==> images/m2.png <==
(3 px per um)
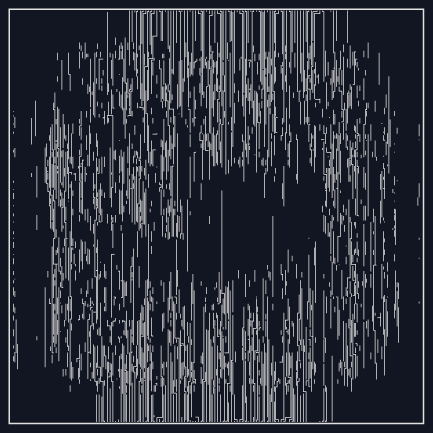
==> images/layers.png <==
(2 px per um) Only two layers are drawn.
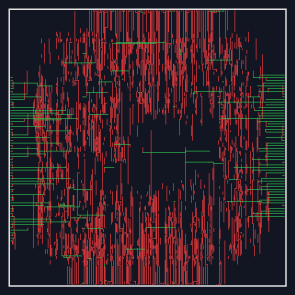
==> images/placed.png <==
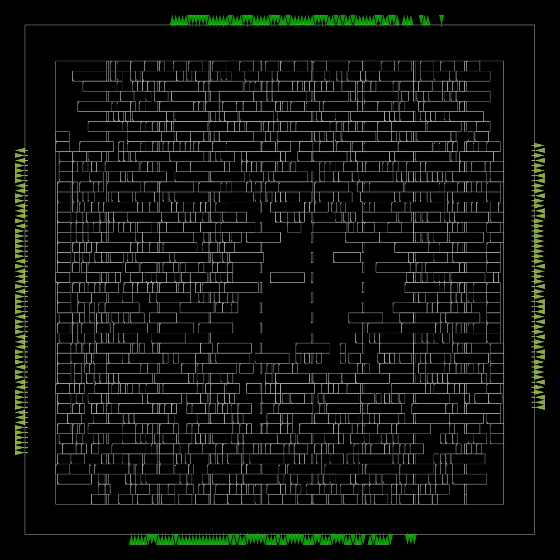
==> images/port_trees.png <==
(2 px per um)
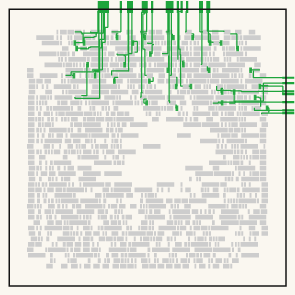
File: src/rtl/mem_port_arbiter.sv
// Arbiter that shares one fixed-latency SRAM between instruction fetch and load/store.
// Requests are serialised, alternating grants on contention, with a one-cycle ack per access.
module mem_port_arbiter #(
  parameter int unsigned LAT = 2
) (
  input  logic        clk,
  input  logic        rst,
  input  logic        if_req,
  input  logic [31:0] if_addr,
  output logic [31:0] if_rdata,
  output logic        if_ack,
  input  logic        mem_req,
  input  logic        mem_we,
  input  logic [31:0] mem_addr,
  input  logic [31:0] mem_wdata,
  output logic [31:0] mem_rdata,
  output logic        mem_ack,
  output logic        freeze,
  output logic        mem_stall,
  output logic        sram_en,
  output logic        sram_we,
  output logic [31:0] sram_addr,
  output logic [31:0] sram_wdata,
  input  logic [31:0] sram_rdata
);

  typedef enum logic [1:0] {IDLE, BUSY, ACK} state_t;

  localparam logic [3:0] CNT_LAST = 4'(LAT - 1);

  state_t     state;
  logic [3:0] cnt;
  logic       last;   // 0 = IF granted last, 1 = MEM granted last
  logic       owner;  // 0 = IF, 1 = MEM
  logic       grant_mem;

  // On a tie the requester that was not served last wins.
  assign grant_mem = mem_req & (~if_req | ~last);

  assign freeze    = if_req & ~if_ack;
  assign mem_stall = mem_req & ~mem_ack;

  // The sram_* registers double as the latched request; they are zeroed outside BUSY.
  always_ff @(posedge clk or negedge rst) begin
    if (!rst) begin
      state      <= IDLE;
      cnt        <= '0;
      last       <= 1'b0;
      owner      <= 1'b0;
      if_ack     <= 1'b0;
      mem_ack    <= 1'b0;
      if_rdata   <= '0;
      mem_rdata  <= '0;
      sram_en    <= 1'b0;
      sram_we    <= 1'b0;
      sram_addr  <= '0;
      sram_wdata <= '0;
    end else begin
      case (state)
        IDLE: begin
          if (if_req | mem_req) begin
            owner      <= grant_mem;
            last       <= grant_mem;
            cnt        <= '0;
            sram_en    <= 1'b1;
            sram_we    <= grant_mem & mem_we;
            sram_addr  <= grant_mem ? mem_addr : if_addr;
            sram_wdata <= grant_mem ? mem_wdata : '0;
            state      <= BUSY;
          end
        end
        BUSY: begin
          cnt <= cnt + 4'd1;
          if (cnt == CNT_LAST) begin
            if (owner) begin
              mem_rdata <= sram_we ? '0 : sram_rdata;
              mem_ack   <= 1'b1;
            end else begin
              if_rdata <= sram_rdata;
              if_ack   <= 1'b1;
            end
            sram_en    <= 1'b0;
            sram_we    <= 1'b0;
            sram_addr  <= '0;
            sram_wdata <= '0;
            state      <= ACK;
          end
        end
        ACK: begin
          if_ack  <= 1'b0;
          mem_ack <= 1'b0;
          state   <= IDLE;
        end
        default: state <= IDLE;
      endcase
    end
  end

endmodule

File: config.mk
export PLATFORM = sky130hd
export DESIGN_NAME = mem_port_arbiter
export DESIGN_NICKNAME = d
export VERILOG_FILES = /design/src/rtl/mem_port_arbiter.sv
export SDC_FILE = /design/constraint.sdc
export NUM_CORES = 1
export LEC_CHECK = 0
export ABC_AREA = 1
export CAP_MARGIN = 0
export CORE_MARGIN = 8
export CORE_UTILIZATION = 44
export DETAILED_ROUTE_END_ITERATION = 6
export HOLD_SLACK_MARGIN = 0.1
export PLACE_DENSITY = 0.82
export SYNTH_ARGS = -nofsm -noshare
export SYNTH_HDL_FRONTEND = slang
export SYNTH_SLANG_ARGS = --single-unit
File: constraint.sdc
create_clock -name clk -period 3.1 [get_ports clk]
set_input_delay 0.31 -clock clk [delete_from_list [all_inputs] [get_ports clk]]
set_output_delay 0.31 -clock clk [all_outputs]
set_load 0.02 [all_outputs]
==> summary.txt <==
flow finished, numbers: nonclk buf count 278, critical path's largest stage delay 0.74 ns, top cell category flip-flops and latches, crit path launch type input port, clock network power share 20.3%, Cell Area, Synth 0.00650 sq mm, Seq/total area 35.4%, P_clk 2.00 mW, worst slack, placed 0.882 ns, largest net degree at the start of global routing 84, class of the worst hold path input port to flop, GRT overflow 0, crit-path leading delay family buffers and inverters, main flop type dfrtp_1, status finished, final reports clean, Setup violations, final 0, Top cell area share 53.5%, hold_buf cts 1, Lkg Pwr 5.05 nW, clock-cell share of area 5.99%, routed wire length 20,100 um, Pwr top combinational cells, Final Slew Violations 0, Final Hold Viols 0, Syn Inst Count 845, Worst Hold Depth 3, setup TNS 0 ns, CTS sink cnt 139, antenna-violating nets left 0, kind of critical path input port to output pin, yosys stat chip area 0.00650 sq mm, P_sw 4.11 mW, IO buf count 266, Overall Power 9.87 mW, RSZ-0062 raised after global routing no, nets@finish 1,231, worst setup margin 0.860 ns, largest area contributor in the netlist dfrtp_1, # Cells Yosys 845, P_comb 4.85 mW, drt pass-1 iters 4, CP Launch Point mem_req, sequential share of power 30.6%, clk latency late pin 0.41 ns, Seq share, synth 53.5%, initial antenna violation count 0, GRT Resource Usage Total 21.1%, non-clk buf share 28.3%, total CTS buffers 17, placed cell area 0.00924 sq mm, Die Ht 138 um, layout cell share with drive strength beyond 1 4.89%, number of OpenROAD warnings 31, Critical Path, Cell by Cell clkdlybuf4s50_1 > inv_1 > nor2_1 > clkdlybuf4s50_1
Back to the opening pictures, m2.png:
nets with wire on the layer: 956
longest straight run: 54.5 um
main direction: vertical

Back to the opening pictures, layers.png:
| color | layer | wire length |
|---|---|---|
| green | M3 | 1,520 um |
| red | M2 | 10,100 um |

Back to the opening pictures, placed.png:
fill count: 1,186
Flop Count: 139
n_taps: 184
non-filler cells, final: 1,288

Back to the opening pictures, port_trees.png:
| color | port | bits | direction | edge | end cells | buffers | wire |
|---|---|---|---|---|---|---|---|
| green | sram_rdata | 32 | input | 25 north, 7 east | 32 | 32 | 1,050 um |

per-layer routing:
layer  share of wire, %  global-route usage, %  wire length [um]
met5                  0                      0                 0
met4                2.7                   8.87               537
met3                7.6                   5.25              1520
met2                 50                   34.4             10100
met1                 39                   26.3              7940
flip-flops by register name, summed over array words and instances (netlist names):
signal      flops
if_rdata       32
mem_rdata      32
sram_addr      32
sram_wdata     32
cnt             4
state           2
if_ack          1
mem_ack         1
owner           1
sram_en         1
sram_we         1
cell families (layout without fill, tap and decap cells):
group	count (synthesis)	count (layout)	share of synthesized area, %
AND-OR/OR-AND	39	39	3.08
adder cells (fa/ha/maj)	7	7	1.35
buffers and inverters	128	387	8.62
flip-flops	139	139	53.5
AND/OR/NAND/NOR	532	532	33.5
No activity file was given, so power comes from the tool's default toggle rates.
